File: src/rtl/i2c_pkg.sv
// i2c_pkg: shared state encoding, bus-condition constants and defaults for the I2C register target.
// Latency: n/a (types and constants only).
// Backpressure: n/a.
package i2c_pkg;

    typedef enum logic [3:0] {
        ST_IDLE,
        ST_ADDR,
        ST_ADDR_ACK,
        ST_SUB,
        ST_SUB_ACK,
        ST_WDATA,
        ST_WDATA_ACK,
        ST_RDATA,
        ST_RDATA_ACK
    } state_e;

    localparam logic [6:0] DEFAULT_CHIP_ADDR = 7'h21;

    // {previous, current} SDA level while SCL stays high
    localparam logic [1:0] START_SDA_EDGE = 2'b10;
    localparam logic [1:0] STOP_SDA_EDGE  = 2'b01;

    localparam logic       SDA_ACK       = 1'b0;
    localparam logic       SDA_NACK      = 1'b1;
    localparam logic       RW_READ       = 1'b1;
    localparam logic [3:0] BITS_PER_BYTE = 4'd8;

    function automatic logic maj3(input logic a, input logic b, input logic c);
        return (a & b) | (a & c) | (b & c);
    endfunction

endpackage

File: src/rtl/i2c_bus_sampler.sv
// i2c_bus_sampler: synchronizes SCL/SDA, optional 3-sample majority filter (I2C_TARGET_GLITCH_FILTER_EN), edge/START/STOP detect.
// Latency: SYNC_STAGES clk pin-to-level (+2 with filter); events are combinational from the levels.
// Backpressure: none; events are single-cycle pulses.
module i2c_bus_sampler
    import i2c_pkg::*;
#(
    parameter int SYNC_STAGES = 2
) (
    input  logic clk,
    input  logic reset,
    input  logic scl_in,
    input  logic sda_in,
    output logic sda,
    output logic scl_rise,
    output logic scl_fall,
    output logic start_det,
    output logic stop_det
);

    localparam int STAGES = (SYNC_STAGES < 2) ? 2 : SYNC_STAGES;

    logic [STAGES-1:0] scl_sync_q, scl_sync_d;
    logic [STAGES-1:0] sda_sync_q, sda_sync_d;
    logic              scl_prev_q, scl_prev_d;
    logic              sda_prev_q, sda_prev_d;
    logic              scl_lvl, sda_lvl;

    always_comb begin
        scl_sync_d = {scl_sync_q[STAGES-2:0], scl_in};
        sda_sync_d = {sda_sync_q[STAGES-2:0], sda_in};
    end

`ifdef I2C_TARGET_GLITCH_FILTER_EN
    logic [1:0] scl_hist_q, scl_hist_d;
    logic [1:0] sda_hist_q, sda_hist_d;
    logic       scl_filt_q, scl_filt_d;
    logic       sda_filt_q, sda_filt_d;

    always_comb begin
        scl_hist_d = {scl_hist_q[0], scl_sync_q[STAGES-1]};
        sda_hist_d = {sda_hist_q[0], sda_sync_q[STAGES-1]};
        scl_filt_d = maj3(scl_sync_q[STAGES-1], scl_hist_q[0], scl_hist_q[1]);
        sda_filt_d = maj3(sda_sync_q[STAGES-1], sda_hist_q[0], sda_hist_q[1]);
    end

    always_ff @(posedge clk) begin
        if (reset) begin
            scl_hist_q <= '1;
            sda_hist_q <= '1;
            scl_filt_q <= 1'b1;
            sda_filt_q <= 1'b1;
        end else begin
            scl_hist_q <= scl_hist_d;
            sda_hist_q <= sda_hist_d;
            scl_filt_q <= scl_filt_d;
            sda_filt_q <= sda_filt_d;
        end
    end

    assign scl_lvl = scl_filt_q;
    assign sda_lvl = sda_filt_q;
`else
    assign scl_lvl = scl_sync_q[STAGES-1];
    assign sda_lvl = sda_sync_q[STAGES-1];
`endif

    always_comb begin
        scl_prev_d = scl_lvl;
        sda_prev_d = sda_lvl;
    end

    always_ff @(posedge clk) begin
        if (reset) begin
            scl_sync_q <= '1;
            sda_sync_q <= '1;
            scl_prev_q <= 1'b1;
            sda_prev_q <= 1'b1;
        end else begin
            scl_sync_q <= scl_sync_d;
            sda_sync_q <= sda_sync_d;
            scl_prev_q <= scl_prev_d;
            sda_prev_q <= sda_prev_d;
        end
    end

    assign sda       = sda_lvl;
    assign scl_rise  = scl_lvl & ~scl_prev_q;
    assign scl_fall  = ~scl_lvl & scl_prev_q;
    assign start_det = scl_lvl & scl_prev_q & ({sda_prev_q, sda_lvl} == START_SDA_EDGE);
    assign stop_det  = scl_lvl & scl_prev_q & ({sda_prev_q, sda_lvl} == STOP_SDA_EDGE);

endmodule

File: src/rtl/i2c_reg_target.sv
// i2c_reg_target: I2C target mapping bus writes/reads onto an 8-bit register port (filter: I2C_TARGET_GLITCH_FILTER_EN).
// Latency: bus events reach the FSM SYNC_STAGES clk after the pins (+2 filtered); wr_en registered off the 8th SCL rise.
// Backpressure: none; register port takes wr_en any cycle and returns rd_data within 2 clk of reg_addr changing.
module i2c_reg_target
    import i2c_pkg::*;
#(
    parameter logic [6:0] CHIP_ADDR   = DEFAULT_CHIP_ADDR,
    parameter int         SYNC_STAGES = 2
) (
    input  logic       clk,
    input  logic       reset,
    input  logic       scl_in,
    input  logic       sda_in,
    output logic       sda_oe,
    output logic [7:0] reg_addr,
    output logic       wr_en,
    output logic [7:0] wr_data,
    input  logic [7:0] rd_data,
    output logic       busy
);

    logic sda, scl_rise, scl_fall, start_det, stop_det;

    i2c_bus_sampler #(
        .SYNC_STAGES(SYNC_STAGES)
    ) u_sampler (
        .clk      (clk),
        .reset    (reset),
        .scl_in   (scl_in),
        .sda_in   (sda_in),
        .sda      (sda),
        .scl_rise (scl_rise),
        .scl_fall (scl_fall),
        .start_det(start_det),
        .stop_det (stop_det)
    );

    state_e     state_q, state_d;
    logic       sda_oe_q, sda_oe_d;
    logic [7:0] shift_q, shift_d;
    logic [3:0] bit_cnt_q, bit_cnt_d;
    logic [7:0] reg_addr_q, reg_addr_d;
    logic       wr_en_q, wr_en_d;
    logic [7:0] wr_data_q, wr_data_d;
    logic       busy_q, busy_d;

    logic       byte_full;
    logic       addr_match;
    logic [7:0] shift_in;

    assign byte_full  = (bit_cnt_q == BITS_PER_BYTE);
    assign addr_match = (shift_q[7:1] == CHIP_ADDR);
    assign shift_in   = {shift_q[6:0], sda};

    always_ff @(posedge clk) begin
        if (reset) begin
            state_q <= ST_IDLE;
        end else begin
            state_q <= state_d;
        end
    end

    always_comb begin
        state_d = state_q;
        if (stop_det) begin
            state_d = ST_IDLE;
        end else if (start_det) begin
            state_d = ST_ADDR;
        end else begin
            case (state_q)
                ST_ADDR:      if (scl_fall && byte_full) state_d = addr_match ? ST_ADDR_ACK : ST_IDLE;
                ST_ADDR_ACK:  if (scl_fall) state_d = (shift_q[0] == RW_READ) ? ST_RDATA : ST_SUB;
                ST_SUB:       if (scl_fall && byte_full) state_d = ST_SUB_ACK;
                ST_SUB_ACK:   if (scl_fall) state_d = ST_WDATA;
                ST_WDATA:     if (scl_fall && byte_full) state_d = ST_WDATA_ACK;
                ST_WDATA_ACK: if (scl_fall) state_d = ST_WDATA;
                ST_RDATA:     if (scl_fall && byte_full) state_d = ST_RDATA_ACK;
                ST_RDATA_ACK: begin
                    if (scl_rise && sda == SDA_NACK) state_d = ST_IDLE;
                    else if (scl_fall)               state_d = ST_RDATA;
                end
                default:      state_d = state_q;
            endcase
        end
    end

    // Write address advances the cycle after the strobe so wr_en sees the target address.
    always_comb begin
        sda_oe_d   = sda_oe_q;
        shift_d    = shift_q;
        bit_cnt_d  = bit_cnt_q;
        reg_addr_d = wr_en_q ? reg_addr_q + 8'd1 : reg_addr_q;
        wr_en_d    = 1'b0;
        wr_data_d  = wr_data_q;

        busy_d = busy_q;
        if (state_d == ST_IDLE)          busy_d = 1'b0;
        else if (state_d == ST_ADDR_ACK) busy_d = 1'b1;

        if (stop_det || start_det) begin
            sda_oe_d  = 1'b0;
            bit_cnt_d = 4'd0;
        end else begin
            case (state_q)
                ST_ADDR, ST_SUB, ST_WDATA: begin
                    if (scl_rise && !byte_full) begin
                        shift_d   = shift_in;
                        bit_cnt_d = bit_cnt_q + 4'd1;
                        if (state_q == ST_WDATA && bit_cnt_q == BITS_PER_BYTE - 4'd1) begin
                            wr_en_d   = 1'b1;
                            wr_data_d = shift_in;
                        end
                    end
                    if (scl_fall && byte_full) begin
                        bit_cnt_d = 4'd0;
                        sda_oe_d  = (state_q != ST_ADDR) || addr_match;
                        if (state_q == ST_SUB) reg_addr_d = shift_q;
                    end
                end
                ST_ADDR_ACK: begin
                    if (scl_fall) begin
                        bit_cnt_d = 4'd0;
                        if (shift_q[0] == RW_READ) begin
                            shift_d  = rd_data;
                            sda_oe_d = ~rd_data[7];
                        end else begin
                            sda_oe_d = 1'b0;
                        end
                    end
                end
                ST_SUB_ACK, ST_WDATA_ACK: begin
                    if (scl_fall) begin
                        sda_oe_d  = 1'b0;
                        bit_cnt_d = 4'd0;
                    end
                end
                ST_RDATA: begin
                    if (scl_rise) bit_cnt_d = bit_cnt_q + 4'd1;
                    if (scl_fall) begin
                        if (byte_full) begin
                            sda_oe_d  = 1'b0;
                            bit_cnt_d = 4'd0;
                        end else begin
                            shift_d  = {shift_q[6:0], 1'b0};
                            sda_oe_d = ~shift_q[6];
                        end
                    end
                end
                ST_RDATA_ACK: begin
                    // Bump on the ACK rise so rd_data has settled by the closing fall.
                    if (scl_rise && sda == SDA_ACK) reg_addr_d = reg_addr_q + 8'd1;
                    if (scl_fall) begin
                        shift_d   = rd_data;
                        sda_oe_d  = ~rd_data[7];
                        bit_cnt_d = 4'd0;
                    end
                end
                default: ;
            endcase
        end
    end

    always_ff @(posedge clk) begin
        if (reset) begin
            sda_oe_q   <= 1'b0;
            shift_q    <= 8'h00;
            bit_cnt_q  <= 4'd0;
            reg_addr_q <= 8'h00;
            wr_en_q    <= 1'b0;
            wr_data_q  <= 8'h00;
            busy_q     <= 1'b0;
        end else begin
            sda_oe_q   <= sda_oe_d;
            shift_q    <= shift_d;
            bit_cnt_q  <= bit_cnt_d;
            reg_addr_q <= reg_addr_d;
            wr_en_q    <= wr_en_d;
            wr_data_q  <= wr_data_d;
            busy_q     <= busy_d;
        end
    end

    assign sda_oe   = sda_oe_q;
    assign reg_addr = reg_addr_q;
    assign wr_en    = wr_en_q;
    assign wr_data  = wr_data_q;
    assign busy     = busy_q;

endmodule
File: config.mk
export PLATFORM = sky130hd
export DESIGN_NAME = i2c_reg_target
export DESIGN_NICKNAME = d
export VERILOG_FILES = /design/src/rtl/i2c_pkg.sv /design/src/rtl/i2c_bus_sampler.sv /design/src/rtl/i2c_reg_target.sv
export SDC_FILE = /design/constraint.sdc
export NUM_CORES = 1
export LEC_CHECK = 0
export CAP_MARGIN = 10
export CORE_MARGIN = 1.5
export CORE_UTILIZATION = 55
export DETAILED_ROUTE_END_ITERATION = 7
export PLACE_DENSITY = 0.77
export SLEW_MARGIN = 15
export SYNTH_ARGS = -nofsm -noshare
export SYNTH_HDL_FRONTEND = slang
export SYNTH_HIERARCHICAL = 1
export SYNTH_SLANG_ARGS = --single-unit
File: constraint.sdc
create_clock -name clk -period 2.5 [get_ports clk]
set_input_delay 0.5 -clock clk [delete_from_list [all_inputs] [get_ports clk]]
set_output_delay 0.5 -clock clk [all_outputs]
set_load 0.01 [all_outputs]
==> out/metrics.csv, run 1 <==
metric,value,unit
dp.cells,385,
yosys_area,2440,sq um
fp_nets,312,
xor_area_share,3.24,%
p_clk_share,42.3,%
comb_share,50.4,%
leakage,0.00108,uW
placed_area,2880,sq um
p_int,1030,uW
grt_max_degree,17,
num_rows,24,
ys_types,61,
reg2reg_from,state_q[3]$_SDFF_PP0_,
p_sw_share,21.7,%
power.switching,284,uW
grt.overflow.total,0,
fp_util,56.7,%
area_growth,23.1,%
synthAdderAreaFrac,1.95,%
netlist_logic_family_top,simple AND/OR/NAND/NOR gates,
n_all_buffers,50,
place_congestion,1.01,
synth_async_sr_flop_share,0,%
fin_skew,0.00569,ns
slowest_stage,dfxtp_1,
layout_setup_ws,0.336,ns
grtUsageMet2,43.7,%
yosys.area_share.aoi,24.2,%
worstSetupPathDepth,6,
final_layout_top_logic_cell,dfxtp_1,
report.final.hold_viol_count,0,
status,completed,
grt.busiest_layer,met2,
cp_cell_sequence,buf_4 -> nor4b_4 -> o32a_1 -> o21a_1 -> a21boi_0 -> o31ai_1,
edf_count,0,
routed-wl-met2,2880,um
critPathLaunch,state_q[3]$_SDFF_PP0_,
first_iter_violations,273,
cts_buffer_depth,2,
ys_seq_share,33.7,%
cts_tree,done,
==> run_1/final_congestion.png <==
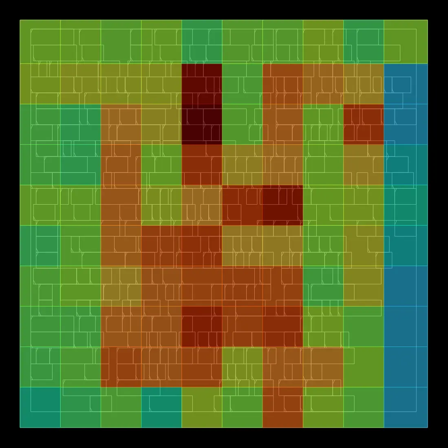
GRT Util Overall: 27.2%
M3 GR Usage: 4.80%
met1 Use GR: 37.4%
Final Util: 69.8%

==> run_1/pins.png <==
Drawn at 6 px/um. Pins as bars across the die edge, other pins in grey.
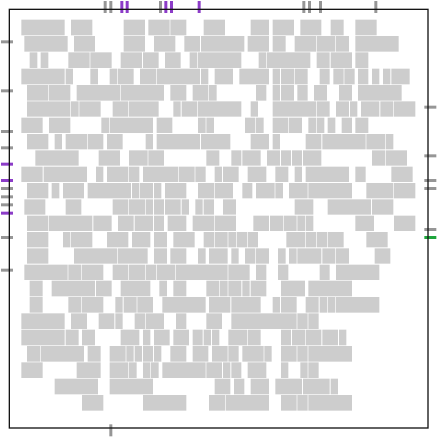
Key: purple = rd_data [pins 8, direction input, edge 5 north, 3 west]; green = sda_oe [pins 1, direction output, edge east]

==> run_1/met3.png <==
Drawn at 4 px/um. Cells faint in the background.
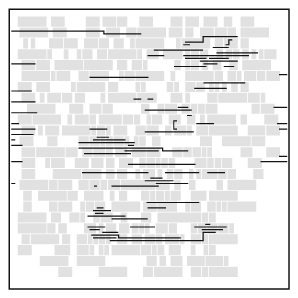
The layer holds 8.4% of the routed length. The longest straight run is 23.2 um. The layer carries 538 um of wire.

==> run 1 -> run 2 <==
Settings changed: CTS_BUF_LIST set to sky130_fd_sc_hd__clkbuf_4.
==> out/metrics.csv, run 2 <==
metric,value,unit
status,completed,
dp.cells,385,
ys_seq_share,33.7,%
layout_setup_ws,0.358,ns
num_rows,24,
slowest_stage,dfxtp_1,
routed-wl-met2,2820,um
fin_skew,0.0102,ns
cp_cell_sequence,inv_1 -> ha_1 -> and3b_1 -> a211oi_1 -> o221ai_1 -> a21oi_2 -> buf_4 -> nor2_1 -> a211oi_1,
yosys.area_share.aoi,24.2,%
yosys_area,2440,sq um
n_all_buffers,50,
cts_buffer_depth,2,
comb_share,51.1,%
first_iter_violations,307,
netlist_logic_family_top,simple AND/OR/NAND/NOR gates,
placed_area,2880,sq um
p_sw_share,22.5,%
power.switching,267,uW
grt.overflow.total,0,
synthAdderAreaFrac,1.95,%
place_congestion,1.01,
fp_util,56.7,%
ys_types,61,
grt_max_degree,17,
worstSetupPathDepth,9,
==> run_2/final_congestion.png <==
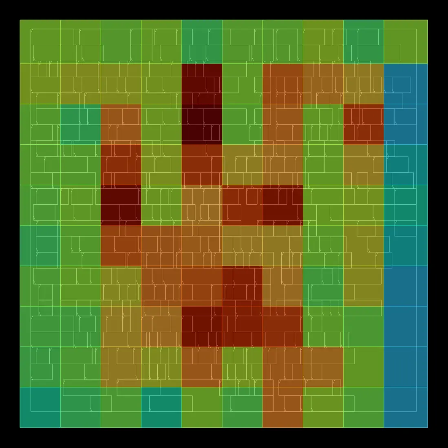
Final Util: 69.0%
GRT Util Overall: 26.7%
DR WL/cell: 15.7 um
busiest grt layer: met2

==> run_2/met3.png <==
Drawn at 4 px/um. Cells faint in the background.
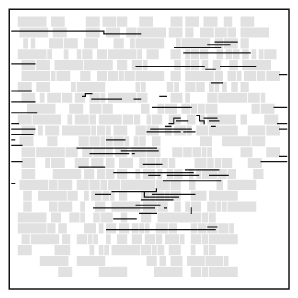
The layer carries 442 um of wire. The layer holds 7.2% of the routed length. The longest straight run is 27.1 um. 57 nets have wire on it. The wires run mostly horizontal.

Power figures rest on the tool's default switching activity, not on a simulated workload.
